Design i2s_sample_scheduler, sky130hd; sources not shown.
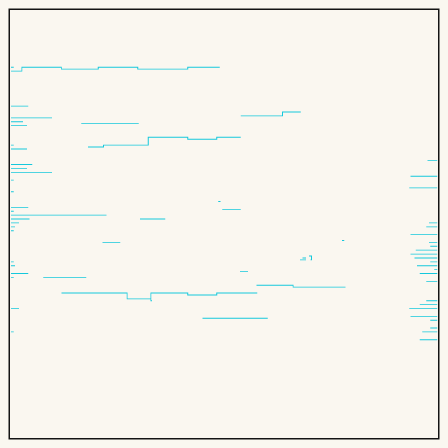
(run_1/met3.png)
wire length on this layer: 601 um
longest straight run: 33.1 um
routed vias: 4142
met3 Usage GRT: 3.933%
WL final: 15.17 mm

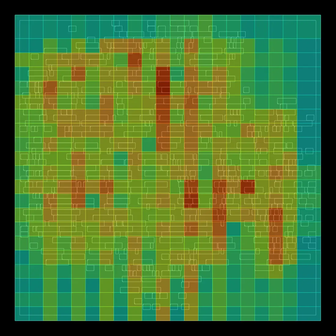
(run_1/final_congestion.png)
GRT Max-Usage Layer: met2
GR Util met2: 24.15%
Routed wire per std cell: 18.09 um

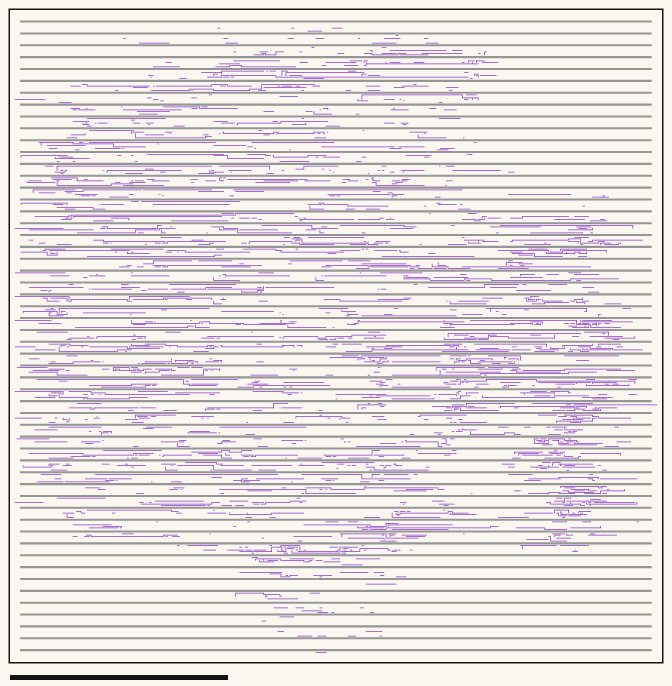
(run_1/met1.png)
Bar = 50 um. Supply wires on this layer in gray.
longest straight run: 52.4 um
wire length on this layer: 6790 um
nets with wire on the layer: 536
main direction: horizontal
share of all routed wire: 45%
grt met1 use: 18.34%

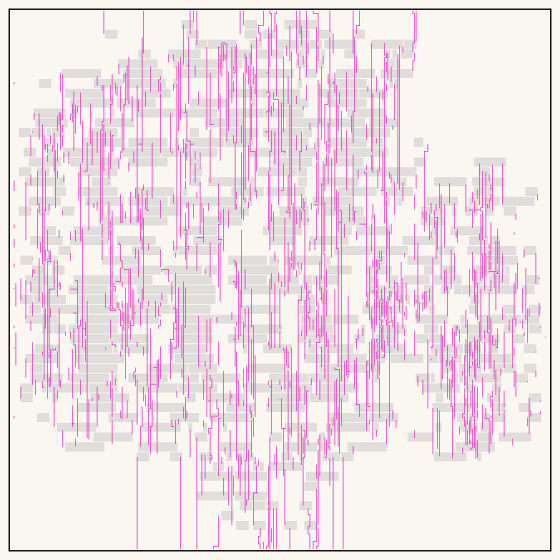
(run_1/met2.png)
wire length on this layer: 7660 um
longest straight run: 47.3 um

==> notes.md, run 1 <==
flow finished, numbers: Synth logic family=multiplexers, row count=around 53, tap cells=275, Clk Latency, worst-skew pair=0.55 ns, max reg flops=128, Mean Syn Cell Area=16.12 um2, Yosys reg bits=186, worst-path cell chain=ha_2 > nand4_1 > or2_4 > inv_1 > nand3_1 > nor2_1 > fa_1 > nor3b_1 > o21ai_0 > o311ai_0, Overflow after GRT=0, yosys simple share=8.270%, final period utilization=92.57%, Buf+Inv Stages, Crit Path=1, max incr delay on CP=0.46 ns, cts hold-fix bufs=1, number of global-route vias before repair=4371, worst hold slack=0.4371 ns, chip area=0.02236 mm2, bufs w/o clock=96, Logic area=~0.002 mm2, P_int=3.735 mW, Routed met1 length=6.788 mm, clk root buf=clkbuf_4, routed wl met3=600 um, Top Layout Cells=edfxtp_1, clkdlybuf4s50_1, nand2_1, mux frac, synth=about a tenth, clock sinks=186, cts bufs inserted=17, Top pwr grp=registers, XOR Share, Synth=less than 1%, worst-path maximum fanout=14, number of OpenROAD warnings=32, Reg area=between 0.005 and 0.006 mm2, Worst Path Arrival=3.07 ns, register-to-register setup slack=0.21 ns, kind of critical path=flop to flop, clk tree area frac=3.291%, non-filler cells in the finished layout=839, Top cell excl fill/tap=edfxtp_1, upper clock frequency limit=377.7 MHz, yosys cell count=460, worst setup margin=roughly 0.21 ns, gr usage total=14.24%, total power=4.944 mW, initial antenna violation count=1, max-cap violations=0, Adder Area Share=roughly 2.0%, GP Congestion=about 0.74, Seq share, synth=between 70% and 80%, Post-Synthesis Cells=approximately 460, power share of the combinational group=9.4%, signal buffers share of area=a little under an eighth, clock share of power=30.0%, fill cell count=1904, met2 wire len=7.661 mm, flop share of the area=59.04%, Net Sw Power=1.209 mW, Slew HR=39.04%, drt pass-1 iters=4, switching part of the total=24.46%, Starting Density=35.49%, Layout Nets=599, RSZ-0062 raised after global routing=no, number of port buffers=84, Worst Setup End Kind=flop, area of the mapped netlist=around 0.0074 mm2, comb pwr=approximately 0.46 mW, CP required=~3.3 ns, Residual DRC=0, setup TNS=0 ns, Vias/cell=4.937, Chip Area, Yosys=0.007413 mm2, Top-area cell share=51.85%, violation tally from detailed-route iteration zero=203, status=completed, Unique cell types=45, number of enable flip-flop cells=128
==> run 1 -> run 2 <==
- CAP_MARGIN: 10 -> unset
==> run 2 against run 1 <==
Compared with the run above: total power did not move; sequential power barely moved; core utilization did not move; flip-flop count did not move; clock power barely moved; clock-buffer cell count did not move; worst setup slack did not move; via count did not move; synthesized cell count did not move; critical path type unchanged.
==> notes.md, run 2 <==
flow finished, numbers: XOR Share, Synth=0.9451% (unchanged), Residual DRC=0 (unchanged), Flop Count=186 (unchanged), Mean Syn Cell Area=16.12 um2 (unchanged), clk tree area frac=3.291% (unchanged), routed wl met3=600 um (unchanged), Post-Synthesis Cells=460 (unchanged), Worst Setup End Kind=flop (unchanged), Top cell excl fill/tap=edfxtp_1 (unchanged), bufs w/o clock=96 (unchanged), number of global-route vias before repair=4371 (unchanged), cts hold-fix bufs=1 (unchanged), flop share of the area=59.04% (unchanged), clock share of power=30.0% (about the same), Reg area=0.005298 mm2 (unchanged), fill cell count=1904 (unchanged), Worst Path Arrival=3.07 ns (about the same), max reg flops=128 (unchanged), worst hold slack=0.4371 ns (unchanged), worst setup margin=0.2124 ns (unchanged), signal buffers share of area=11.46% (unchanged), Net Sw Power=1.209 mW (unchanged), WL final=15.17 mm (unchanged), status=completed (unchanged), met3 Usage GRT=3.933% (unchanged), clock sinks=186 (unchanged), upper clock frequency limit=377.7 MHz (unchanged), Adder Area Share=1.958% (unchanged), Routed wire per std cell=18.09 um (unchanged), Layout Nets=599 (unchanged), yosys simple share=8.270% (unchanged), routed vias=4142 (unchanged), Chip Area, Yosys=0.007413 mm2 (unchanged), Overflow after GRT=0 (unchanged), critical path depth=10 (unchanged), Seq share, synth=71.43% (unchanged), grt met1 use=18.34% (unchanged), tap cells=275 (unchanged), Synth logic family=multiplexers (unchanged), Vias/cell=4.937 (unchanged), drt pass-1 iters=4 (unchanged), Yosys reg bits=186 (unchanged), Clk Latency, worst-skew pair=0.55 ns (about the same), switching part of the total=24.46% (unchanged), GRT Max-Usage Layer=met2 (unchanged), fin crit period=2.648 ns (unchanged), max-cap violations=0 (unchanged), I/O pin total=85 (unchanged), GR Util met2=24.15% (unchanged), Unique cell types=45 (unchanged), number of port buffers=84 (unchanged), setup TNS=0 ns (unchanged), Slew HR=39.04% (unchanged), CTS clk-pin slew, worst paths=0.16 ns (about the same), Buf+Inv Stages, Crit Path=1 (unchanged), non-filler cells in the finished layout=839 (unchanged), register-to-register setup slack=0.21 ns (about the same), CP required=3.28 ns (about the same), RSZ-0062 raised after global routing=no (unchanged), Logic area=0.001974 mm2 (unchanged), P_int=3.735 mW (unchanged), comb pwr=0.463 mW (about the same), clk root buf=clkbuf_4 (unchanged), violation tally from detailed-route iteration zero=203 (unchanged), initial antenna violation count=1 (unchanged), Starting Density=35.49% (unchanged), mux frac, synth=10.58% (unchanged), area of the mapped netlist=0.007413 mm2 (unchanged), chip area=0.02236 mm2 (unchanged), max incr delay on CP=0.46 ns (about the same)
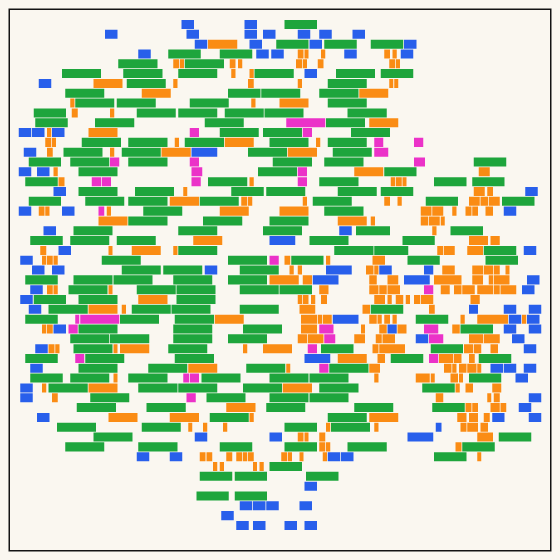
(run_2/cell_classes.png)
[clock drivers and dummy loads] magenta | cells: 32 | share of their area: 3.4%
[all other logic] orange | cells: 250 | share of their area: 23%
[flops] green | cells: 186 | share of their area: 61%
[other buffers and delay cells] blue | cells: 96 | share of their area: 12%
final instance area: 0.008974 mm2
row count: 53

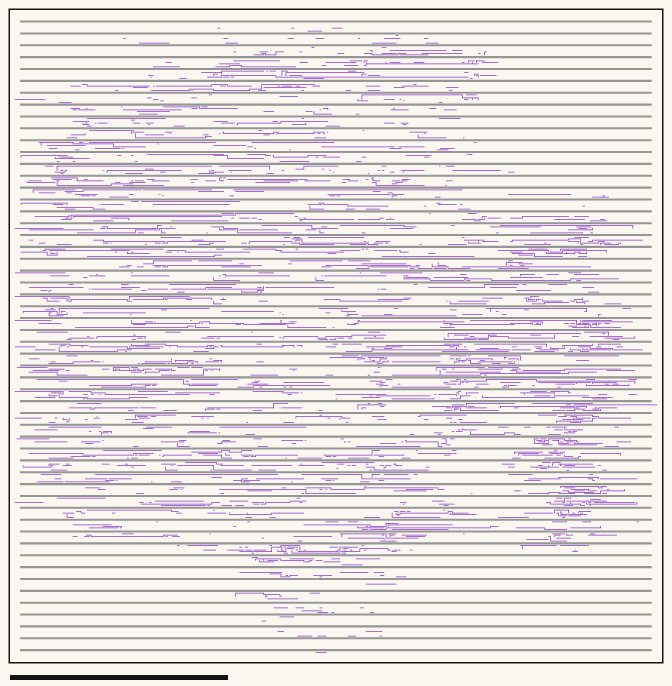
(run_2/met1.png)
Bar = 50 um. Supply wires on this layer in gray.

No activity file was given, so power comes from the tool's default toggle rates.
